`src/rtl/track_occupancy_detector_if.sv`:
```
// Sensor inputs and status outputs of the track occupancy detector.
// master drives the raw treadles; slave is the detector itself.
interface track_occupancy_detector_if #(
    parameter int CNT_W = 4
);
    logic             sens_in;
    logic             sens_out;
    logic             present;
    logic [CNT_W-1:0] occ_count;
    logic             wrong_dir;
    logic             fault;

    modport master (
        output sens_in, sens_out,
        input  present, occ_count, wrong_dir, fault
    );

    modport slave (
        input  sens_in, sens_out,
        output present, occ_count, wrong_dir, fault
    );
endinterface

```
`src/rtl/track_occupancy_detector.sv`:
```
// Track occupancy detector: synchronises and debounces the approach/exit treadles, counts
// trains in the section and holds the crossing request until the section has stayed clear.
module track_occupancy_detector #(
    parameter int DEB_CYCLES = 4,
    parameter int CNT_W      = 4,
    parameter int CLEAR_HOLD = 8,
    parameter int TIMEOUT    = 200
) (
    input  logic                      clk,
    input  logic                      reset,
    track_occupancy_detector_if.slave bus
);

    localparam int DEB_W    = (DEB_CYCLES > 1) ? $clog2(DEB_CYCLES) : 1;
    localparam int IDLE_W   = (TIMEOUT > 1) ? $clog2(TIMEOUT) : 1;
    localparam int HOLD_W   = (CLEAR_HOLD > 1) ? $clog2(CLEAR_HOLD) : 1;
    localparam int SETTLE   = DEB_CYCLES + 3;
    localparam int SETTLE_W = $clog2(SETTLE + 1);
    localparam logic [CNT_W-1:0] CNT_MAX = {CNT_W{1'b1}};

    typedef enum logic [1:0] {IDLE, OCCUPIED, CLEARING, FAULT} state_t;

    // Bit 0 is the approach sensor, bit 1 the exit sensor.
    logic [1:0]          raw;
    logic [1:0]          sync1;
    logic [1:0]          sync2;
    logic [1:0]          filt;
    logic [1:0]          filt_d;
    logic [1:0]          rise;
    logic [DEB_W-1:0]    deb_cnt [2];
    logic [SETTLE_W-1:0] settle_cnt;
    logic                armed;
    logic                enter_ev;
    logic                exit_ev;
    logic                inc;
    logic                dec;
    logic                overflow;

    state_t              state;
    state_t              state_nxt;
    logic [CNT_W-1:0]    occ_q;
    logic [CNT_W-1:0]    cnt_nxt;
    logic [IDLE_W-1:0]   idle_t;
    logic [IDLE_W-1:0]   idle_nxt;
    logic [HOLD_W-1:0]   hold_t;
    logic [HOLD_W-1:0]   hold_nxt;
    logic                wrong_nxt;
    logic                wrong_q;
    logic                present_q;
    logic                fault_q;

    assign raw = {bus.sens_out, bus.sens_in};

    always_ff @(posedge clk or negedge reset) begin
        if (!reset) begin
            sync1      <= '0;
            sync2      <= '0;
            filt       <= '0;
            filt_d     <= '0;
            settle_cnt <= '0;
            for (int i = 0; i < 2; i++) deb_cnt[i] <= '0;
        end else begin
            // NOTE: registers take non-blocking assignments so every flop samples pre-edge values.
            sync1  <= raw;
            sync2  <= sync1;
            filt_d <= filt;
            if (settle_cnt != SETTLE_W'(SETTLE)) settle_cnt <= settle_cnt + 1'b1;
            for (int i = 0; i < 2; i++) begin
                if (sync2[i] == filt[i]) begin
                    deb_cnt[i] <= '0;
                end else if (deb_cnt[i] == DEB_W'(DEB_CYCLES - 1)) begin
                    filt[i]    <= sync2[i];
                    deb_cnt[i] <= '0;
                end else begin
                    deb_cnt[i] <= deb_cnt[i] + 1'b1;
                end
            end
        end
    end

    // A filter that first settles high straight after reset is not a train arriving,
    // so edges are ignored until a held-high sensor would have been filtered.
    assign armed    = (settle_cnt == SETTLE_W'(SETTLE));
    assign rise     = filt & ~filt_d & {2{armed}};
    assign enter_ev = rise[0];
    assign exit_ev  = rise[1];
    assign inc      = enter_ev & ~exit_ev;
    assign dec      = exit_ev & ~enter_ev;

    always_comb begin
        // NOTE: every signal gets a default first, so no branch can leave a latch behind.
        state_nxt = state;
        cnt_nxt   = occ_q;
        idle_nxt  = idle_t;
        hold_nxt  = hold_t;
        wrong_nxt = 1'b0;
        overflow  = 1'b0;

        // Coincident enter and exit cancel out; the count saturates at both ends.
        if (inc) begin
            if (occ_q == CNT_MAX) overflow = 1'b1;
            else                  cnt_nxt  = occ_q + 1'b1;
        end else if (dec) begin
            if (occ_q == '0) wrong_nxt = 1'b1;
            else             cnt_nxt   = occ_q - 1'b1;
        end

        case (state)
            IDLE: begin
                if (inc) begin
                    state_nxt = OCCUPIED;
                    idle_nxt  = '0;
                end
            end
            OCCUPIED: begin
                if (overflow) begin
                    state_nxt = FAULT;
                end else if (dec && occ_q == CNT_W'(1)) begin
                    state_nxt = CLEARING;
                    hold_nxt  = '0;
                end else if (enter_ev || exit_ev) begin
                    idle_nxt  = '0;
                end else if (idle_t == IDLE_W'(TIMEOUT - 1)) begin
                    state_nxt = FAULT;
                end else begin
                    idle_nxt  = idle_t + 1'b1;
                end
            end
            CLEARING: begin
                if (inc) begin
                    state_nxt = OCCUPIED;
                    idle_nxt  = '0;
                    hold_nxt  = '0;
                end else if (hold_t == HOLD_W'(CLEAR_HOLD - 1)) begin
                    state_nxt = IDLE;
                end else begin
                    hold_nxt  = hold_t + 1'b1;
                end
            end
            default: begin
                // FAULT keeps the crossing closed until reset.
            end
        endcase
    end

    always_ff @(posedge clk or negedge reset) begin
        if (!reset) begin
            state     <= IDLE;
            occ_q     <= '0;
            idle_t    <= '0;
            hold_t    <= '0;
            wrong_q   <= 1'b0;
            present_q <= 1'b0;
            fault_q   <= 1'b0;
        end else begin
            state     <= state_nxt;
            occ_q     <= cnt_nxt;
            idle_t    <= idle_nxt;
            hold_t    <= hold_nxt;
            wrong_q   <= wrong_nxt;
            present_q <= (state_nxt != IDLE);
            fault_q   <= (state_nxt == FAULT);
        end
    end

    assign bus.present   = present_q;
    assign bus.occ_count = occ_q;
    assign bus.wrong_dir = wrong_q;
    assign bus.fault     = fault_q;

endmodule

```
`src/flat_wrapper.sv`:
```
// flat-port wrapper written by rule: the top's interface ports become plain ports
module track_occupancy_detector_flat 
#(
    parameter int DEB_CYCLES = 4,
    parameter int CNT_W      = 4,
    parameter int CLEAR_HOLD = 8,
    parameter int TIMEOUT    = 200
)
  (clk, reset, bus_sens_in, bus_sens_out, bus_present, bus_occ_count, bus_wrong_dir, bus_fault);
  track_occupancy_detector_if #(.CNT_W(CNT_W)) bus_i ();
  input  logic clk;
  input  logic reset;
  input wire logic [$bits(bus_i.sens_in)-1:0] bus_sens_in;
  input wire logic [$bits(bus_i.sens_out)-1:0] bus_sens_out;
  output wire logic [$bits(bus_i.present)-1:0] bus_present;
  output wire logic [$bits(bus_i.occ_count)-1:0] bus_occ_count;
  output wire logic [$bits(bus_i.wrong_dir)-1:0] bus_wrong_dir;
  output wire logic [$bits(bus_i.fault)-1:0] bus_fault;
  assign bus_i.sens_in = bus_sens_in;
  assign bus_i.sens_out = bus_sens_out;
  assign bus_present = bus_i.present;
  assign bus_occ_count = bus_i.occ_count;
  assign bus_wrong_dir = bus_i.wrong_dir;
  assign bus_fault = bus_i.fault;
  track_occupancy_detector #(.DEB_CYCLES(DEB_CYCLES), .CNT_W(CNT_W), .CLEAR_HOLD(CLEAR_HOLD), .TIMEOUT(TIMEOUT)) u_core (.clk(clk), .reset(reset), .bus(bus_i));
endmodule
```
`config.mk`:
```
export PLATFORM = sky130hd
export DESIGN_NAME = track_occupancy_detector_flat
export DESIGN_NICKNAME = d
export VERILOG_FILES = /design/src/rtl/track_occupancy_detector_if.sv /design/src/rtl/track_occupancy_detector.sv /design/src/flat_wrapper.sv
export SDC_FILE = /design/constraint.sdc
export NUM_CORES = 1
export LEC_CHECK = 0
export CAP_MARGIN = 20
export CELL_PAD_IN_SITES_DETAIL_PLACEMENT = 1
export CELL_PAD_IN_SITES_GLOBAL_PLACEMENT = 1
export CORE_MARGIN = 5
export CORE_UTILIZATION = 46
export CTS_BUF_LIST = sky130_fd_sc_hd__clkbuf_8 sky130_fd_sc_hd__clkbuf_16
export DETAILED_ROUTE_END_ITERATION = 16
export HOLD_SLACK_MARGIN = 0.05
export PLACE_DENSITY_LB_ADDON = 0.05
export SLEW_MARGIN = 10
export SYNTH_ARGS = -nofsm -noshare
export SYNTH_HDL_FRONTEND = slang
export SYNTH_SLANG_ARGS = --single-unit
```
`constraint.sdc`:
```
create_clock -name clk -period 2.45 [get_ports clk]
set_input_delay 0.3675 -clock clk [delete_from_list [all_inputs] [get_ports clk]]
set_output_delay 0.3675 -clock clk [all_outputs]
set_load 0.005 [all_outputs]
```
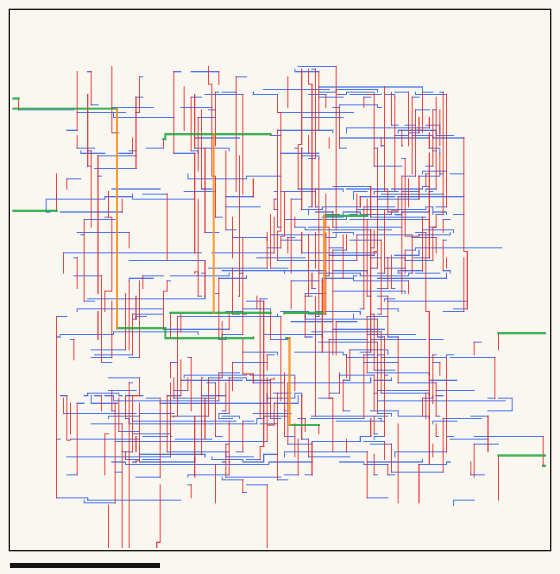
*Metal layers overlaid, run 1*
The bar under the picture is 20 µm long.
[orange] metal 4 | wire length: 77.5 µm
[green] metal 3 | wire length: 95.9 µm
[blue] metal 1 | wire length: 1730 µm
[red] metal 2 | wire length: 1770 µm

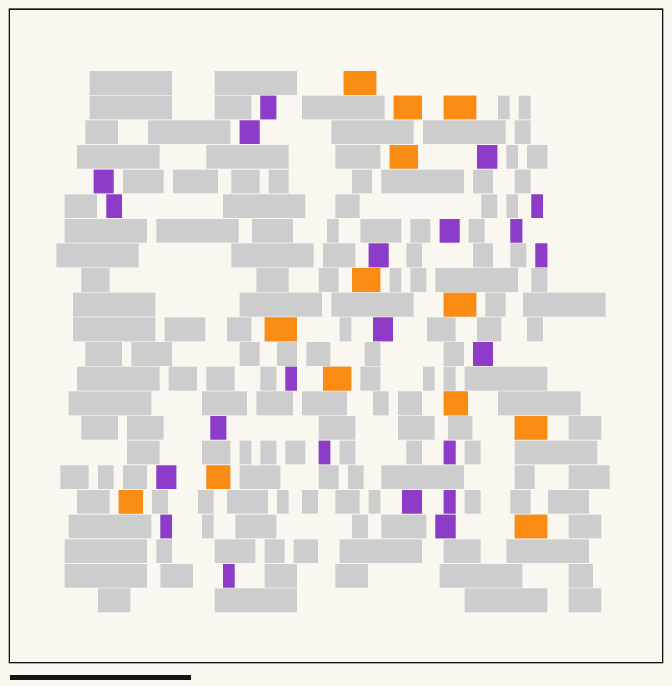
*Logic cells by family, run 1*
The bar under the picture is 20 µm long.
[purple] nor cells | cells: 22 | most used: nor2_1
[orange] non-inverting ao/oa cells | cells: 13

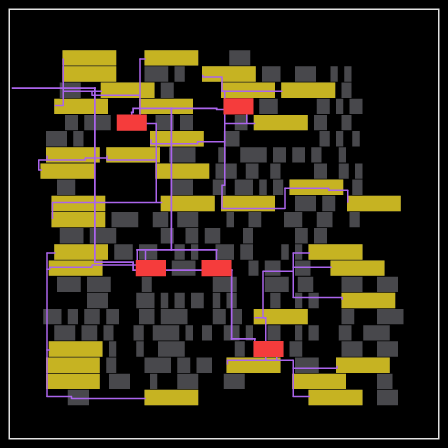
*Clock wires, drivers and flops, run 1*
[red] clock drivers | count: 5
[purple] clock wires | length: 470 µm
[yellow] flip-flops | count: 35
flops lie: widely spread
routed clock nets: 6

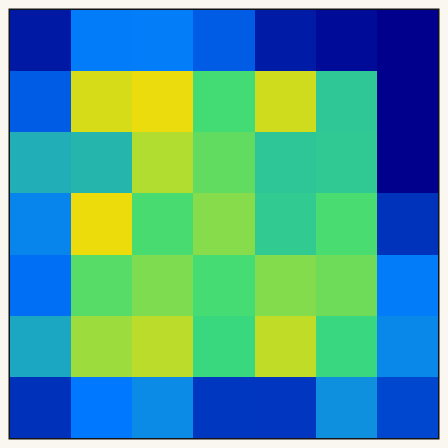
*Placement density heat map, run 1*
7 x 7 tiles, from dark blue (low) to red (high), 0 to 100% covered.
emptiest ninth of the die: top right
fullest tile: 73%
densest ninth of the die: middle
fin util: 54.3%
fp_density: 47.9%
Core Region: 3690 µm²

==> impl_metrics.json, run 1 <==
{
  "cp-startpoint": "u_core.settle_cnt[0]$_DFFE_PN0P_",
  "largest_cell_class": "registers",
  "drt-pass1-iter-count": 4,
  "taps": 48,
  "ys_area_um2": 1770,
  "max-vdd-ir-drop_mv": 0.619,
  "logic_area_um2": 841,
  "path_clk_slew_ns": 0.08,
  "synth_cell_type_count": 38,
  "nMultiInputCombCells": 119,
  "start_kind": "flip-flop",
  "area_leaders": "dfrtp_1 (50%), ha_1 (7.8%), mux2_2 (3.2%)",
  "syn-cell-area_um2": 1770,
  "final-setup-viol-count": 0,
  "async_reset_ff_share_pct": 100,
  "tns_ns": 0,
  "sh_comb_area_pct": 42.0,
  "cts_buffers": 5,
  "n_all_inverters": 3,
  "final_max_slew_viol_count": 0,
  "timing.hold.ws_ns": 0.356,
  "gp_congestion": 0.783,
  "min_from": "u_core.sync1[1]$_DFF_PN0_",
  "ys_cells": 163,
  "cts_resized": 0,
  "dp_slack_ns": 0.211,
  "crit_arrival_ns": 2.42,
  "ff_count": 35,
  "ys_warn_count": 0,
  "reg2reg_slack_ns": 0.21,
  "rsz0062_at_grt": "no",
  "buffers_excl_clock": 13,
  "critPathRequiredTime_ns": 2.63,
  "finalClockSkew_ns": 0.00606,
  "die_h_um": 72.0,
  "period_needed_ns": 2.24,
  "tightest_slew_ns": 0.442,
  "critPathKind": "flip-flop to flip-flop",
  "wirelength_um": 3680,
  "ctsRootBufferMaster": "clkbuf_8",
  "cp_max_fo": 7,
  "drv_cap": 0,
  "r2r-end": "u_core.idle_t[3]$_DFFE_PN0P_",
  "insertion_delay_ns": 0.29,
  "relSlewSlack_pct": 70.5,
  "status": "completed",
  "syn_area_per_cell_um2": 10.8,
  "grt.total_usage_pct": 16.3,
  "antennaDiodeCount": 0,
  "r2r-start": "u_core.settle_cnt[0]$_DFFE_PN0P_",
  "dp.final_hpwl_um": 2710,
  "layout-drive-gt1-share_pct": 15.2,
  "dieArea_um2": 5180,
  "grt_pass1_wl_um": 6560,
  "max_clock_freq_mhz": 446,
  "clockBufferDepth": 2,
  "synth-main-ff-cell": "dfrtp_1",
  "drtIter0Drc": 87,
  "ys.flops": 35,
  "yosysMostFrequentCell": "dfrtp_1",
  "buffer_area_share_pct": 6.12,
  "drc_errors": 0,
  "synth_nets": 178,
  "cts_tree": "done",
  "top_area_cell": "dfrtp_1",
  "min_path_type": "flip-flop to flip-flop",
  "setup_ws_ns": 0.208,
  "hold_viol_final": 0
}
## run 1: stage by stage
stage	power (mW)	instances
after global routing	2.49	226
after floorplan	1.57	163
final	2.30	226
after detailed placement	1.89	218
after global placement	1.84	218
after CTS	2.33	226
## run 1: report_power, final
group,leakage (nW),internal (mW),switching (mW),total (mW)
Sequential,0.425,0.734,0.190,0.924
Clock,0.0408,0.203,0.227,0.430
Combinational,0.400,0.454,0.489,0.943
Total,0.866,1.39,0.906,2.30
## run 1: cells by family after synthesis
group | count (synthesis) | synth area share [%]
adder cells (fa/ha/maj) | 11 | 7.79
multiplexers | 7 | 4.32
XOR/XNOR | 4 | 1.98
buffers and inverters | 9 | 2.83
AND-OR/OR-AND | 34 | 13.5
AND/OR/NAND/NOR | 63 | 20.0
flip-flops | 35 | 49.6
## run 1: cells in the final DEF (no fill, tap or decap), types with 4 or more instances in the layout
cell type,Yosys,routed
ha_1,11,11
and3_1,5,5
nand2_1,10,10
nor4_1,7,7
dfrtp_1,35,35
mux2_2,5,5
nor2_1,9,9
nand3_1,9,9
clkbuf_8,0,5
o21ai_0,7,7
clkdlybuf4s50_1,0,10
xnor2_1,4,4
a21oi_1,8,8
## run 1: routing by layer
metal,track usage [%],part of all wire (%),up-vias,wire [µm]
met3,3.88,2.6,8,95
li1,-,-,628,-
met1,20.5,47,640,1730
met2,27.0,48,14,1770
met5,0,0,-,0
met4,6.68,2.1,0,77
## run 1: critical path, stage by stage (launching register included)
cell	delay (ns)
dfrtp_1	0.36
ha_1	0.15
ha_1	0.30
a21bo_2	0.30
a22o_1	0.29
or3_4	0.41
a311o_1	0.32
## run 1: registers in the layout, summed over array words and instances, names as in the netlist, 3 cells and up
register,count
u_core.idle_t,8
u_core.bus.occ_count,4
u_core.deb_cnt,4
u_core.hold_t,3
u_core.settle_cnt,3
==> inputs of run 2 (changes only) <==
--- a/config.mk
+++ b/config.mk
@@ -8,6 +8,7 @@
 export CAP_MARGIN = 20
 export CELL_PAD_IN_SITES_DETAIL_PLACEMENT = 1
 export CELL_PAD_IN_SITES_GLOBAL_PLACEMENT = 1
+export CORE_ASPECT_RATIO = 1.75
 export CORE_MARGIN = 5
 export CORE_UTILIZATION = 46
 export CTS_BUF_LIST = sky130_fd_sc_hd__clkbuf_8 sky130_fd_sc_hd__clkbuf_16
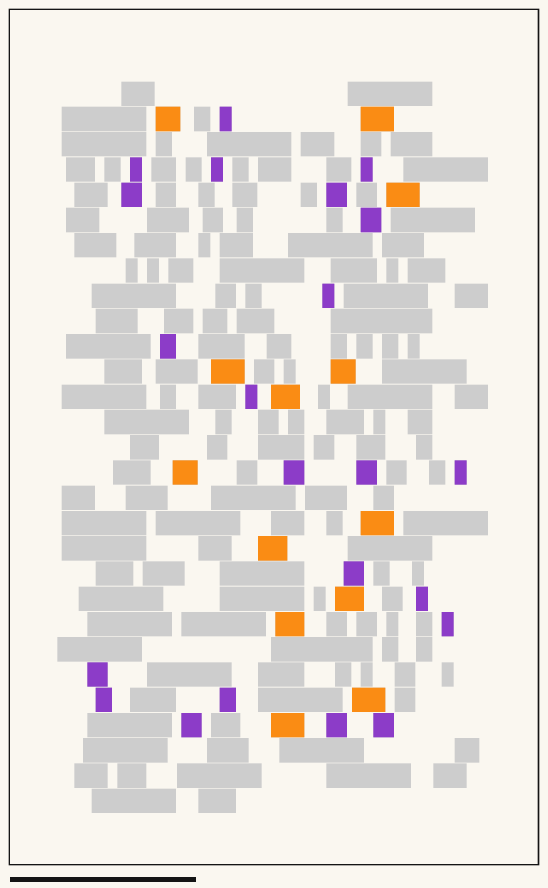
*Logic cells by family, run 2*
The bar under the picture is 20 µm long.
[orange] non-inverting ao/oa cells | cells: 13
[purple] nor cells | cells: 22 | most used: nor2_1

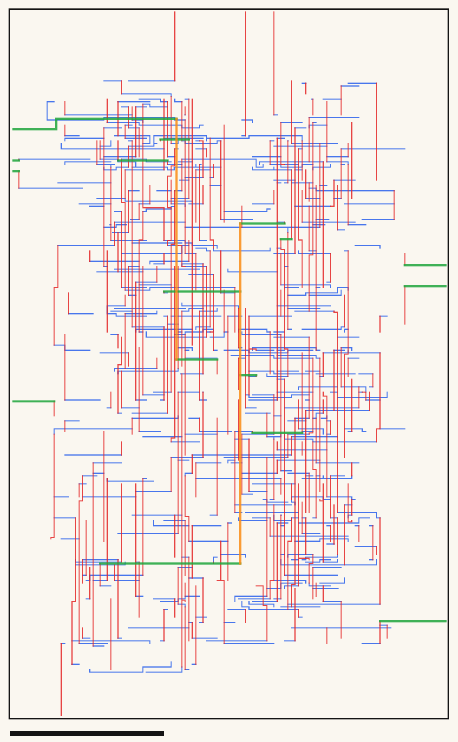
*Metal layers overlaid, run 2*
The bar under the picture is 20 µm long.
[orange] metal 4 | wire length: 75.5 µm
[blue] metal 1 | wire length: 1560 µm
[green] metal 3 | wire length: 107 µm
[red] metal 2 | wire length: 2020 µm
WL final: 3760 µm
Total GRT Usage: 16.0%
Routed wire per std cell: 16.9 µm
via count: 1304

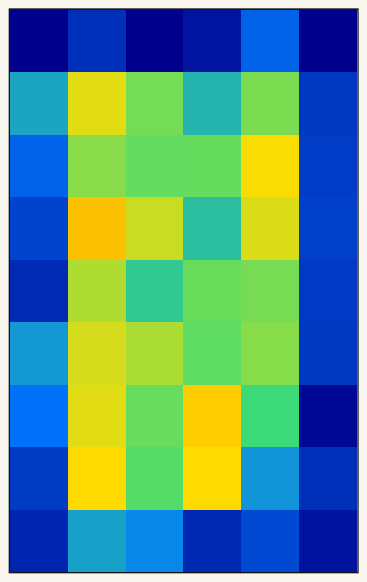
*Placement density heat map, run 2*
6 x 9 tiles, from dark blue (low) to red (high), 0 to 100% covered.
mean over tiles: 38%
tiles over 75% full: 7.4%
nearly empty tiles: 7.4%
fp_density: 48.2%
Core Region: 3660 µm²

==> run 2 against run 1 <==
  * First-iteration DRC count is 84% lower
  * Wire length is 2.3% higher
  * Worst hold slack better by 0.00074 ns
  * Die area is 0.94% higher
  * Final cell count is 1.3% lower
  * Register-to-register slack worse by 0.04 ns
  * Area after synthesis stayed put
  * Critical endpoint is now u_core.idle_t[6]$_DFFE_PN0P_
  * Largest power group unchanged
==> impl_metrics.json, run 2 <==
{
  "status": "completed",
  "holdBufCountCts": 0,
  "cts_tree": "done",
  "gr-usage-met2_pct": 27.8,
  "largest_register_ffs": 8,
  "final_cell_area_um2": 2040,
  "power_density_nw_per_um2": 1230,
  "dp.cells": 215,
  "wl_met1_um": 1560,
  "max_clock_freq_mhz": 438,
  "ant_nets": 0,
  "common_cells": "dfrtp_1 (35), ha_1 (11), nand2_1 (10)",
  "path_clk_slew_ns": 0.07,
  "hold_viol_final": 0,
  "rows": 29,
  "cpMaxStageDelayCell": "or3_4",
  "finalClockPeriodUsage_pct": 93.3,
  "critPathKind": "flip-flop to flip-flop",
  "antennaDiodeCount": 0,
  "relSlewSlack_pct": 70.8,
  "dr_wl_met2_um": 2020,
  "wl_met3_um": 107,
  "cp_num_buf_inv": 0,
  "ys.flops": 35,
  "syn_area_per_cell_um2": 10.8,
  "largest_register": "u_core.idle_t",
  "ys_warn_count": 0,
  "crit_arrival_ns": 2.46,
  "fin_util_pct": 55.6,
  "edf_count": 0,
  "dieWidth_um": 56.8,
  "max-vdd-ir-drop_mv": 0.627,
  "logic_area_um2": 841,
  "antenna_found_initial": 0,
  "port_buffers": 10,
  "tns_ns": 0,
  "insertion_delay_ns": 0.29,
  "top_area_share_pct": 49.6,
  "top_area_cell": "dfrtp_1",
  "final_max_slew_viol_count": 0,
  "cts_buffers": 5,
  "drt-pass1-iter-count": 4,
  "gr-total-overflow": 0,
  "postCtsSetupBuffers": 0,
  "setup_ws_ns": 0.164,
  "vias_per_cell": 5.85,
  "die_h_um": 92.0,
  "drc_errors": 0,
  "dieArea_um2": 5230,
  "min_path_type": "flip-flop to flip-flop",
  "syn-cell-area_um2": 1770,
  "dp.final_hpwl_um": 2700,
  "async_reset_ff_share_pct": 100,
  "layout-drive-gt1-share_pct": 14.7,
  "tightest_slew_ns": 0.438,
  "yosysMostFrequentCell": "dfrtp_1",
  "nNetsFinal": 191,
  "area_leaders": "dfrtp_1 (50%), ha_1 (7.8%), mux2_2 (3.2%)",
  "instances_no_fill": 223,
  "seqCellArea_um2": 876,
  "finalClockSkew_ns": 0.00381,
  "rsz0062_at_grt": "no",
  "postSynthCellCount": 163,
  "dp_slack_ns": 0.189,
  "place_area_um2": 1900,
  "clockBufferDepth": 2,
  "cp-end-kind": "flip-flop",
  "final_common_cell": "dfrtp_1",
  "final-setup-viol-count": 0,
  "grt_pass1_wl_um": 6490,
  "synth_cell_type_count": 38,
  "busiest_layer": "met2",
  "p_leak_nw": 0.885,
  "ctsRootBufferMaster": "clkbuf_8",
  "cp_cell_sequence": "ha_1 -> ha_1 -> a21bo_2 -> a22o_1 -> or3_4 -> a311o_1",
  "drv_cap": 0,
  "cp_max_fo": 7,
  "lay_top_cells": "dfrtp_1 (35), ha_1 (11), nand2_1 (10), clkdlybuf4s50_1 (10)",
  "ys_seq_share_pct": 49.6,
  "grt_pass1_vias": 1376,
  "nFillCells": 408,
  "critPathMaxStageDelay_ns": 0.40,
  "boundaryPins": 11,
  "area_growth_pct": 15.3,
  "critPathRequiredTime_ns": 2.62,
  "dr.max_layer_used": "met4",
  "cts_resized": 0,
  "grt_max_degree": 36,
  "cts_sinks": 35,
  "warning_count": 29,
  "synth_nets": 178,
  "gp_congestion": 0.821,
  "gr-usage-met1_pct": 18.0,
  "htreeDepth": 2,
  "path_common_cell": "ha_1",
  "ys_area_um2": 1770,
  "start_kind": "flip-flop",
  "ys_cells": 163,
  "drtIter0Drc": 14,
  "met3_usage_pct": 3.93,
  "synth-main-ff-cell": "dfrtp_1",
  "cp_top_family": "AND-OR/OR-AND gates",
  "period_needed_ns": 2.29
}
run 2: cell counts after synthesis:
No cell type changed its count.
run 2: kinds of logic after synthesis:
logic type               synth area share [%]
multiplexers                             4.32
buffers and inverters                    2.83
AND-OR/OR-AND                            13.5
AND/OR/NAND/NOR                          20.0
flip-flops                               49.6
adder cells (fa/ha/maj)                  7.79
XOR/XNOR                                 1.98
run 2: power by group:
group	switching (mW)	leakage [nW]	total [mW]	internal [mW]
sequential	0.191	0.425	0.925	0.735
combinational	0.507	0.396	0.954	0.447
clock	0.214	0.0644	0.620	0.406
total	0.912	0.885	2.50	1.59
run 2: path summary, 6_finish.rpt:
check	slack [ns]	cells past startpoint	endpoint	startpoint
setup / recovery	0.16	6	u_core.idle_t[6]$_DFFE_PN0P_	u_core.settle_cnt[0]$_DFFE_PN0P_
hold / removal	0.36	0	u_core.sync2[1]$_DFF_PN0_	u_core.sync1[1]$_DFF_PN0_
setup reg to reg	0.16	6	u_core.idle_t[6]$_DFFE_PN0P_	u_core.settle_cnt[0]$_DFFE_PN0P_
hold reg to reg	0.36	0	u_core.sync2[1]$_DFF_PN0_	u_core.sync1[1]$_DFF_PN0_
max in group asynchronous	1.65	2	u_core.bus.occ_count[2]$_DFFE_PN0P_	reset
min in group asynchronous	0.49	2	u_core.idle_t[6]$_DFFE_PN0P_	reset
run 2: final cells by class:
cell class | count | share of cell area, %
Clock buffer | 5 | 3.38
Clock inverter | 3 | 3.32
Inverter | 3 | 0.553
Multi-Input combinational cell | 119 | 41.3
Sequential cell | 35 | 43.0
Tap cell | 46 | 2.83
Timing Repair Buffer | 12 | 5.65
run 2: metrics by stage:
stage	power, mW	hold WS (ns)
after global routing	2.67	0.370
final	2.50	0.357
after CTS	2.53	0.363
after global placement	1.82	0.335
after detailed placement	1.88	0.338
after floorplan	1.57	0.0719
==> inputs of run 3 (changes only) <==
--- a/config.mk
+++ b/config.mk
@@ -5,6 +5,7 @@
 export SDC_FILE = /design/constraint.sdc
 export NUM_CORES = 1
 export LEC_CHECK = 0
+export ABC_CLOCK_PERIOD_IN_PS = 2450
 export CAP_MARGIN = 20
 export CELL_PAD_IN_SITES_DETAIL_PLACEMENT = 1
 export CELL_PAD_IN_SITES_GLOBAL_PLACEMENT = 1
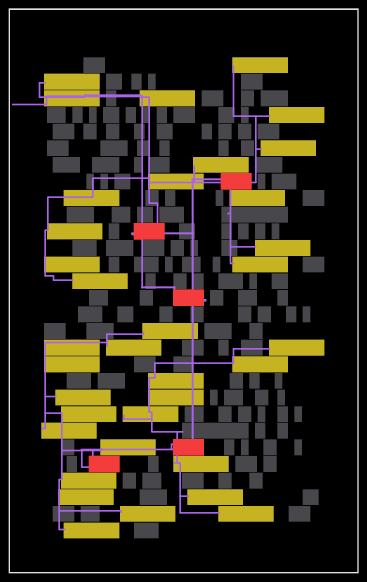
*Clock wires, drivers and flops, run 3*
[purple] clock wires | length: 448 µm
[yellow] flip-flops | count: 35
[red] clock drivers | count: 5
routed clock nets: 6

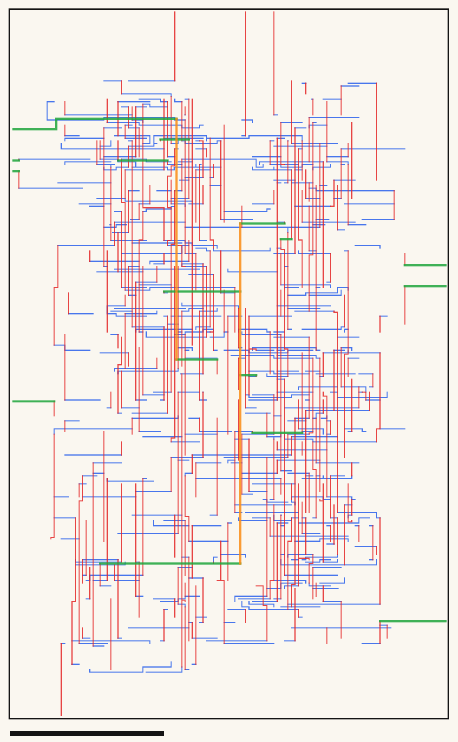
*Metal layers overlaid, run 3*
The bar under the picture is 20 µm long.
[red] metal 2 | wire length: 2020 µm
[orange] metal 4 | wire length: 75.5 µm
[green] metal 3 | wire length: 107 µm
[blue] metal 1 | wire length: 1560 µm

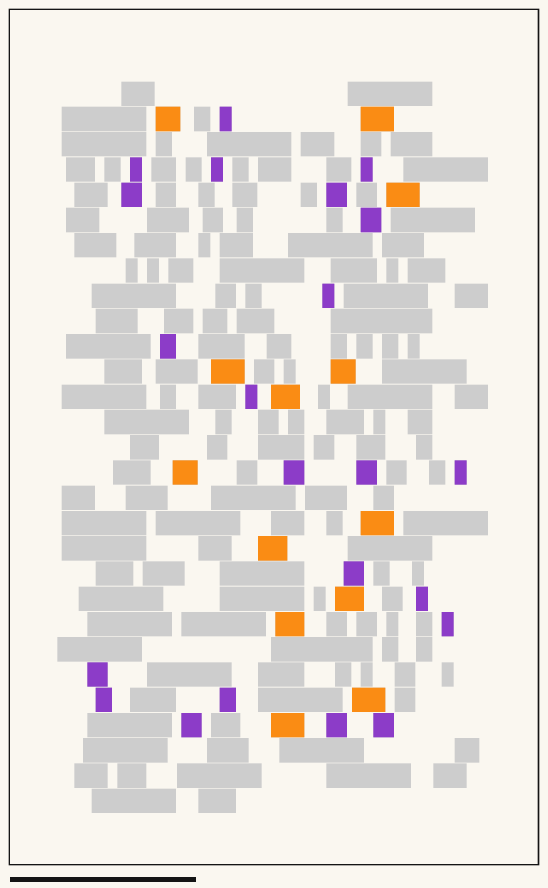
*Logic cells by family, run 3*
The bar under the picture is 20 µm long.
[purple] nor cells | cells: 22 | most used: nor2_1
[orange] non-inverting ao/oa cells | cells: 13
Layout Cells excl Fill: 223
Comb/total area: 41.3%
most frequent logic cell in the layout: dfrtp_1

==> run 3 against run 2 <==
  * Utilization unchanged
  * Power unchanged
  * Global-route usage unchanged
  * Non-clock buffer count unchanged
  * Worst hold slack unchanged
  * Die area unchanged
  * Worst setup slack unchanged
  * First-iteration DRC count unchanged
  * Final cell count unchanged
  * Critical path type unchanged
  * Largest power group unchanged
==> impl_metrics.json, run 3 <==
{
  "cp-end-kind": "flip-flop",
  "nNetsFinal": 191,
  "nFillCells": 408,
  "seqCellArea_um2": 876,
  "layout-drive-gt1-share_pct": 14.7,
  "relSlewSlack_pct": 70.8,
  "r2r-start": "u_core.settle_cnt[0]$_DFFE_PN0P_",
  "rsz0062_at_grt": "no",
  "wl_met1_um": 1560,
  "antennaDiodeCount": 0,
  "final-setup-viol-count": 0,
  "ys_seq_share_pct": 49.6,
  "critPathRequiredTime_ns": 2.62,
  "ant_nets": 0,
  "status": "completed",
  "insertion_delay_ns": 0.29,
  "gr-usage-met2_pct": 27.8,
  "setup_ws_ns": 0.164,
  "grt_pass1_wl_um": 6490,
  "antenna_found_initial": 0,
  "edf_count": 0,
  "drt-pass1-iter-count": 4,
  "async_reset_ff_share_pct": 100,
  "ys.flops": 35,
  "core_area_um2": 3660,
  "path_clk_slew_ns": 0.07,
  "nMultiInputCombCells": 119,
  "seq_share_pct": 43.0,
  "common_cells": "dfrtp_1 (35), ha_1 (11), nand2_1 (10)",
  "buffers_excl_clock": 12,
  "dp.cells": 215,
  "boundaryPins": 11,
  "postSynthCellCount": 163,
  "hold_viol_final": 0,
  "reg2reg_depth": 6,
  "timing.hold.ws_ns": 0.357,
  "gp_congestion": 0.821,
  "wirelength_um": 3760,
  "ff_count": 35,
  "reg2reg_slack_ns": 0.16,
  "place_area_um2": 1900,
  "n_all_inverters": 3,
  "clock_buffers": 5,
  "drc_errors": 0,
  "grt.total_usage_pct": 16.0,
  "finalClockPeriodUsage_pct": 93.3,
  "cts_buffers": 5,
  "period_needed_ns": 2.29,
  "max_clock_freq_mhz": 438,
  "tightest_slew_ns": 0.438,
  "dr_wl_met2_um": 2020,
  "final_cell_area_um2": 2040,
  "min_from": "u_core.sync1[1]$_DFF_PN0_",
  "met3_usage_pct": 3.93,
  "synth-main-ff-cell": "dfrtp_1",
  "largest_register_ffs": 8,
  "logic_area_um2": 841,
  "hold_depth": 0,
  "largest_cell_class": "registers",
  "vias_per_cell": 5.85,
  "dr.max_layer_used": "met4",
  "busiest_layer": "met2",
  "grt_max_degree": 36,
  "clockBufferDepth": 2,
  "crit_arrival_ns": 2.46,
  "taps": 46,
  "top_area_cell": "dfrtp_1",
  "rows": 29,
  "min_path_type": "flip-flop to flip-flop",
  "ys_warn_count": 0,
  "drtIter0Drc": 14,
  "max-vdd-ir-drop_mv": 0.627,
  "dp.final_hpwl_um": 2700,
  "cts_sinks": 35,
  "critPathKind": "flip-flop to flip-flop",
  "start_kind": "flip-flop",
  "ctsRootBufferMaster": "clkbuf_8",
  "clkCellAreaFrac_pct": 6.70,
  "fp_util_pct": 48.2,
  "gr-usage-met1_pct": 18.0,
  "largest_register": "u_core.idle_t",
  "ys_area_um2": 1770,
  "htreeDepth": 2,
  "die_h_um": 92.0,
  "post_drt_wl_per_cell_um": 16.9,
  "synth_cell_type_count": 38,
  "postCtsSetupBuffers": 0,
  "vias": 1304,
  "dieWidth_um": 56.8,
  "synth_nets": 178,
  "ys_cells": 163,
  "dp_slack_ns": 0.189,
  "holdBufCountCts": 0,
  "top_area_share_pct": 49.6,
  "power_density_nw_per_um2": 1230,
  "area_leaders": "dfrtp_1 (50%), ha_1 (7.8%), mux2_2 (3.2%)",
  "cts_resized": 0,
  "area_growth_pct": 15.3,
  "syn-cell-area_um2": 1770,
  "finalClockSkew_ns": 0.00381,
  "fin_util_pct": 55.6,
  "r2r-end": "u_core.idle_t[6]$_DFFE_PN0P_",
  "port_buffers": 10,
  "worstHoldEndpoint": "u_core.sync2[1]$_DFF_PN0_",
  "lay_top_cells": "dfrtp_1 (35), ha_1 (11), nand2_1 (10), clkdlybuf4s50_1 (10)",
  "gr-total-overflow": 0,
  "fin_total_pwr_mw": 2.50,
  "p_leak_nw": 0.885,
  "yosysMostFrequentCell": "dfrtp_1",
  "dieArea_um2": 5230,
  "drv_cap": 0,
  "grt_pass1_vias": 1376,
  "cts_tree": "done",
  "wl_met3_um": 107,
  "syn_area_per_cell_um2": 10.8,
  "final_max_slew_viol_count": 0,
  "cp_max_fo": 7,
  "warning_count": 29,
  "tns_ns": 0,
  "buffer_area_share_pct": 5.65
}
-- run 3: cell counts after synthesis --
Identical to the previous run, type by type.
-- run 3: worst max path at each step --
stage / from / end / slack, ns / cells past startpoint
floorplan: u_core.settle_cnt[0]$_DFFE_PN0P_ / u_core.idle_t[3]$_DFFE_PN0P_ / 0.21 / 9
global placement: u_core.settle_cnt[0]$_DFFE_PN0P_ / u_core.idle_t[3]$_DFFE_PN0P_ / 0.31 / 6
detailed placement: u_core.settle_cnt[0]$_DFFE_PN0P_ / u_core.idle_t[6]$_DFFE_PN0P_ / 0.19 / 6
CTS: u_core.settle_cnt[0]$_DFFE_PN0P_ / u_core.idle_t[6]$_DFFE_PN0P_ / 0.17 / 6
global route: u_core.settle_cnt[0]$_DFFE_PN0P_ / u_core.hold_t[0]$_DFFE_PN0P_ / 0.02 / 7
finish: u_core.settle_cnt[0]$_DFFE_PN0P_ / u_core.idle_t[6]$_DFFE_PN0P_ / 0.16 / 6
-- run 3: cells by family (layout without fill, tap and decap cells) --
logic type,count (synthesis),count (layout),share of synthesized area (%)
adder cells (fa/ha/maj),11,11,7.79
flip-flops,35,35,49.6
multiplexers,7,7,4.32
AND-OR/OR-AND,34,34,13.5
XOR/XNOR,4,4,1.98
buffers and inverters,9,23,2.83
AND/OR/NAND/NOR,63,63,20.0
-- run 3: critical path, stage by stage, from the launching register on --
cell     delay [ns]
dfrtp_1        0.38
ha_1           0.18
ha_1           0.31
a21bo_2        0.29
a22o_1         0.28
or3_4          0.40
a311o_1        0.33
-- run 3: where the power goes --
group          leakage (nW)  internal [mW]  total (mW)  switching (mW)
Sequential            0.425          0.735       0.925           0.191
Combinational         0.396          0.447       0.954           0.507
Clock                0.0644          0.406       0.620           0.214
Total                 0.885           1.59        2.50           0.912
Power figures rest on the tool's default switching activity, not on a simulated workload.
